<file path="config.mk">
export PLATFORM = sky130hd
export DESIGN_NAME = otter_cu_fsm_mc
export DESIGN_NICKNAME = d
export VERILOG_FILES = /design/src/rtl/otter_cu_fsm_mc.sv
export SDC_FILE = /design/constraint.sdc
export NUM_CORES = 1
export LEC_CHECK = 0
export CAP_MARGIN = 20
export CORE_UTILIZATION = 42
export CTS_CLUSTER_SIZE = 14
export DETAILED_ROUTE_END_ITERATION = 8
export PLACE_DENSITY = 0.95
export SETUP_SLACK_MARGIN = 0.5
export SLEW_MARGIN = 10
export SYNTH_ARGS = -nofsm -noshare
export SYNTH_HDL_FRONTEND = slang
export SYNTH_SLANG_ARGS = --single-unit
</file>
<file path="constraint.sdc">
create_clock -name CU_CLK -period 4.7 [get_ports CU_CLK]
set_input_delay 0.94 -clock CU_CLK [delete_from_list [all_inputs] [get_ports CU_CLK]]
set_output_delay 0.94 -clock CU_CLK [all_outputs]
set_load 0.1 [all_outputs]
</file>
<file path="src/rtl/otter_cu_fsm_mc.sv">
// Multicycle OTTER control FSM: fetch/execute/writeback with memory-ready stalls and a crypto-unit start/done wait.
// Build option: define CU_XTIMEOUT_EN to force an XWAIT exit (and pulse CU_XERR) after XTIMEOUT cycles without CU_XDONE.
module otter_cu_fsm_mc #(
    parameter int XMIN_CYCLES = 4,
    parameter int CNT_W       = 8,
    parameter int XTIMEOUT    = 64,
    parameter int USE_MEM_RDY = 1
) (
    input  logic             CU_CLK,
    input  logic             CU_RESET_N,
    input  logic             CU_INT,
    input  logic             CU_prevINT,
    input  logic [6:0]       CU_OPCODE,
    input  logic [2:0]       CU_FUNC3,
    input  logic [11:0]      CU_FUNC12,
    input  logic             CU_MEM_RDY,
    input  logic             CU_XDONE,
    output logic             CU_PCWRITE,
    output logic             CU_REGWRITE,
    output logic             CU_MEMWRITE,
    output logic             CU_MEMREAD1,
    output logic             CU_MEMREAD2,
    output logic             CU_intTaken,
    output logic             CU_csrWrite,
    output logic             CU_intCLR,
    output logic             CU_XSTART,
    output logic             CU_XBUSY,
    output logic             CU_XERR,
    output logic [CNT_W-1:0] crypto_count,
    output logic [2:0]       CU_STATE
);

    typedef enum logic [2:0] {
        ST_FETCH   = 3'd0,
        ST_EXECUTE = 3'd1,
        ST_WB      = 3'd2,
        ST_XWAIT   = 3'd3,
        ST_INTER   = 3'd4
    } state_t;

    localparam logic [6:0] OP_LUI    = 7'b0110111;
    localparam logic [6:0] OP_AUIPC  = 7'b0010111;
    localparam logic [6:0] OP_JAL    = 7'b1101111;
    localparam logic [6:0] OP_JALR   = 7'b1100111;
    localparam logic [6:0] OP_LOAD   = 7'b0000011;
    localparam logic [6:0] OP_STORE  = 7'b0100011;
    localparam logic [6:0] OP_OPIMM  = 7'b0010011;
    localparam logic [6:0] OP_OP     = 7'b0110011;
    localparam logic [6:0] OP_SYSTEM = 7'b1110011;
    localparam logic [6:0] OP_ENCRY  = 7'b0011100;

    localparam logic [CNT_W-1:0] XMIN_LAST = CNT_W'(XMIN_CYCLES - 1);
    localparam logic [CNT_W-1:0] XTO_CNT   = CNT_W'(XTIMEOUT);
    localparam logic [CNT_W-1:0] CNT_MAX   = '1;
    localparam logic [CNT_W-1:0] CNT_ONE   = CNT_W'(1);

    state_t            state, state_nxt;
    logic [CNT_W-1:0]  count_nxt;
    logic              mem_rdy;
    logic              is_mret;
    logic              writes_rd;
    logic              timeout_hit;
    logic              timeout_exit;
    state_t            ret_state;

    assign mem_rdy   = (USE_MEM_RDY != 0) ? CU_MEM_RDY : 1'b1;
    assign is_mret   = (CU_OPCODE == OP_SYSTEM) && (CU_FUNC3 == 3'b000) && (CU_FUNC12 == 12'h302);
    assign writes_rd = (CU_OPCODE == OP_LUI)   || (CU_OPCODE == OP_AUIPC) ||
                       (CU_OPCODE == OP_JAL)   || (CU_OPCODE == OP_JALR)  ||
                       (CU_OPCODE == OP_OP)    || (CU_OPCODE == OP_OPIMM) ||
                       ((CU_OPCODE == OP_SYSTEM) && !is_mret);
    // Pending interrupts are only honoured at an instruction boundary.
    assign ret_state = (CU_INT || CU_prevINT) ? ST_INTER : ST_FETCH;
    assign CU_STATE  = state;

`ifdef CU_XTIMEOUT_EN
    assign timeout_hit = (crypto_count == XTO_CNT);
`else
    logic unused_timeout;
    assign timeout_hit    = 1'b0;
    assign unused_timeout = ^{XTO_CNT, timeout_exit};
`endif

    always_comb begin
        state_nxt    = state;
        count_nxt    = crypto_count;
        timeout_exit = 1'b0;
        CU_PCWRITE   = 1'b0;
        CU_REGWRITE  = 1'b0;
        CU_MEMWRITE  = 1'b0;
        CU_MEMREAD1  = 1'b0;
        CU_MEMREAD2  = 1'b0;
        CU_intTaken  = 1'b0;
        CU_csrWrite  = 1'b0;
        CU_intCLR    = 1'b0;
        CU_XSTART    = 1'b0;
        CU_XBUSY     = 1'b0;
        case (state)
            ST_FETCH: begin
                CU_MEMREAD1 = 1'b1;
                if (mem_rdy) state_nxt = ST_EXECUTE;
            end
            ST_EXECUTE: begin
                case (CU_OPCODE)
                    OP_LOAD: begin
                        CU_MEMREAD2 = 1'b1;
                        if (mem_rdy) state_nxt = ST_WB;
                    end
                    OP_ENCRY: begin
                        CU_XSTART = 1'b1;
                        CU_XBUSY  = 1'b1;
                        count_nxt = CNT_ONE;
                        state_nxt = ST_XWAIT;
                    end
                    default: begin
                        CU_PCWRITE  = 1'b1;
                        CU_intCLR   = 1'b1;
                        CU_REGWRITE = writes_rd;
                        CU_MEMWRITE = (CU_OPCODE == OP_STORE);
                        CU_csrWrite = (CU_OPCODE == OP_SYSTEM) && (CU_FUNC3 == 3'b001);
                        state_nxt   = ret_state;
                    end
                endcase
            end
            ST_WB: begin
                CU_REGWRITE = 1'b1;
                CU_PCWRITE  = 1'b1;
                CU_intCLR   = 1'b1;
                state_nxt   = ret_state;
            end
            ST_XWAIT: begin
                CU_XBUSY = 1'b1;
                if ((crypto_count >= XMIN_LAST) && CU_XDONE) begin
                    CU_PCWRITE  = 1'b1;
                    CU_REGWRITE = 1'b1;
                    CU_intCLR   = 1'b1;
                    count_nxt   = '0;
                    state_nxt   = ret_state;
                end else if (timeout_hit && !CU_XDONE) begin
                    // Forced exit retires the instruction without writing rd.
                    CU_PCWRITE   = 1'b1;
                    CU_intCLR    = 1'b1;
                    timeout_exit = 1'b1;
                    count_nxt    = '0;
                    state_nxt    = ret_state;
                end else if (crypto_count != CNT_MAX) begin
                    count_nxt = crypto_count + CNT_ONE;
                end
            end
            ST_INTER: begin
                CU_intTaken = 1'b1;
                CU_PCWRITE  = 1'b1;
                CU_intCLR   = 1'b1;
                state_nxt   = ST_FETCH;
            end
            default: state_nxt = ST_FETCH;
        endcase
    end

    always_ff @(posedge CU_CLK) begin
        if (!CU_RESET_N) begin
            state        <= ST_FETCH;
            crypto_count <= '0;
        end else begin
            state        <= state_nxt;
            crypto_count <= count_nxt;
        end
    end

`ifdef CU_XTIMEOUT_EN
    always_ff @(posedge CU_CLK) begin
        if (!CU_RESET_N) CU_XERR <= 1'b0;
        else             CU_XERR <= timeout_exit;
    end
`else
    assign CU_XERR = 1'b0;
`endif

endmodule

</file>
==> results_dict.tcl <==
# yosys + openroad results
set metrics [dict create \
    syn_avg_cell_area_um2 7.835 \
    crit_required_ns 3.76 \
    clk_latency_ns 0.27 \
    cts_hold_buffers 0 \
    fin_skew_ns 0.008914 \
    ys_sh_mux_pct 1.047 \
    pg_comb_uw 87.5 \
    syn-cell-area_um2 955.9 \
    drtAntennaViolNets 0 \
    topCombFamilyByArea "simple AND/OR/NAND/NOR gates" \
    fin_crit_ns 3.911 \
    synth-xor-area-share_pct 0.9162 \
    hp-class "reg -> reg" \
    synth-edff-count 0 \
    cp_top_family "buffers and inverters" \
    grt_overflow 0 \
    clkTransAtPathRegs_ns 0.07 \
    top_area_cell "dfxtp_1" \
    swShare_pct 35.86 \
    cts_buffers 3 \
    setup_ws_ns 0.7892 \
    ys_types 44 \
    synth.top_cells.by_count "dfxtp_1 (11), nand2_1 (8), nand3_1 (8), inv_1 (7), nand4_1 (7)" \
    async_reset_ff_share_pct 0 \
    path_max_fanout 4 \
    synthFlopType "dfxtp_1" \
    htreeDepth 1 \
    syn2layout_area_growth_pct 52.23 \
    leakage_uw 0.0005162 \
    cts_tree "yes" \
    yosys-stat-cells 122 \
    grt_max_degree 12 \
    power_uw 250.7 \
    pg_seq_uw 97.0 \
    dr.pass1.iters 4 \
    pwr-share-clk_pct 26.4 \
    status "finished, final reports clean" \
    postLayoutCellArea_um2 1455 \
    stdcell_count 192 \
    cp_slowest_stage_delay_ns 0.63 \
    route.detailed.drc 0 \
    crit_type "in -> out" \
    crit_buf_inv 2 \
    rsz0062_at_grt "false" \
    yosysSeqAreaShare_pct 23.04 \
    dp_hpwl_mm 2.371 \
    yosysWarningCount 0 \
    p_sw_uw 89.89 \
    synthSimpleGateAreaFrac_pct 35.73 \
    hold_ws_ns 0.5747 \
    antenna_found_initial 0 \
    yosys-top-cells-area "dfxtp_1 (23%), nand4_1 (4.6%), nand3_1 (4.2%)" \
    power_frac_comb_pct 34.9 \
    grt_usage_pct 26.40 \
    drive_above_1_share_pct 15.15 \
    fp.coreArea_um2 2042 \
    finalHoldViolCount 0 \
]
## layout make-up
cell class,instances,area (um2)
Multi-Input combinational cell,95,688.2
Fill cell,161,586.8
Timing Repair Buffer,48,460.4
Sequential cell,11,220.2
Tap cell,27,33.78
Clock buffer,4,26.28
Inverter,7,26.28
## layout by cell type (no fill, tap or decap), types with 4 or more instances in the layout
cell type / synthesis / final
inv_1: 7 / 7
clkdlybuf4s50_1: 0 / 40
nand2_1: 8 / 8
buf_4: 2 / 8
nor4b_1: 4 / 4
nor3_1: 6 / 5
nor2_1: 6 / 6
dfxtp_1: 11 / 11
nand4_1: 7 / 7
a31oi_1: 5 / 5
nand3_1: 8 / 8
## cells by family (layout without fill, tap and decap cells)
kind of cell | count (synthesis) | after routing
xor+xnor | 1 | 1
buf+inv | 16 | 59
flops | 11 | 11
other cells | 1 | 1
compound gates | 34 | 34
fa+ha+maj | 1 | 1
simple gates | 57 | 57
mux | 1 | 1
## worst paths after layout
check	startpoint	cells past startpoint	to	slack [ns]
worst max-delay path	CU_OPCODE[0]	6	CU_intCLR	0.79
worst min-delay path	crypto_count[1]$_SDFFE_PN0P_	2	crypto_count[1]$_SDFFE_PN0P_	0.57
worst max register to register	crypto_count[0]$_SDFFE_PN0P_	5	CU_STATE[2]$_SDFFE_PN0P_	2.45
worst min register to register	crypto_count[1]$_SDFFE_PN0P_	2	crypto_count[1]$_SDFFE_PN0P_	0.57
## layer usage
layer,up-vias,track usage (%),routed length [um]
met5,-,0,0
met4,0,12.38,104
met3,16,7.716,353
met2,101,47.07,1522
met1,602,28.12,1120
li1,576,-,-
## registers in the layout (all words and copies together) (netlist names)
name	count
CU_STATE	3
crypto_count	8
Signal wires on met1:
The bar under the picture is 10 um long. Supply wires on this layer in gray.
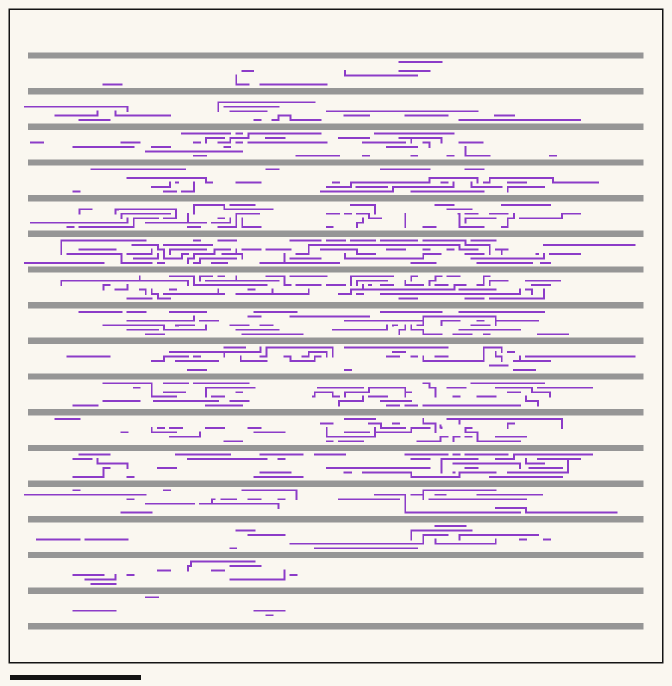
- wire length on this layer: 1120 um
- nets with wire on the layer: 151
- longest straight run: 11.5 um

Met2 routing:
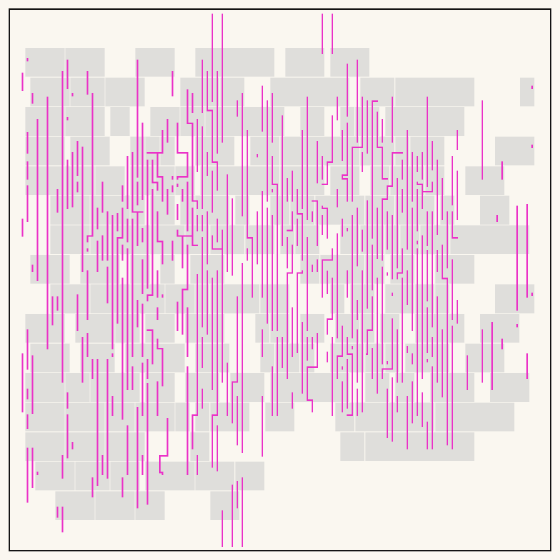
- share of all routed wire: 49%
- longest straight run: 28.6 um
- nets with wire on the layer: 184
- wire length on this layer: 1520 um
- main direction: vertical

The metal 3 layer:
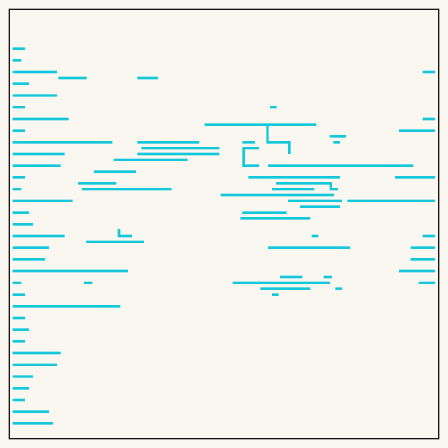
- nets with wire on the layer: 67
- longest straight run: 16.6 um
via count: 1295
DRT Wirelength: 3.101 mm
met3 usage: 7.716%

The metal 4 layer:
The bar under the picture is 10 um long. Supply wires on this layer in gray.
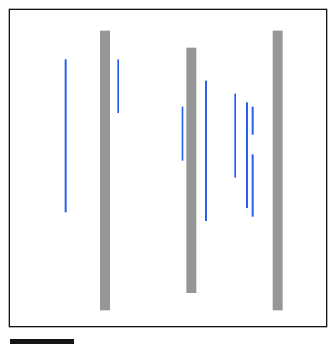
- nets with wire on the layer: 8
- wire length on this layer: 105 um
- main direction: vertical
- share of all routed wire: 3.4%

Power figures rest on the tool's default switching activity, not on a simulated workload.
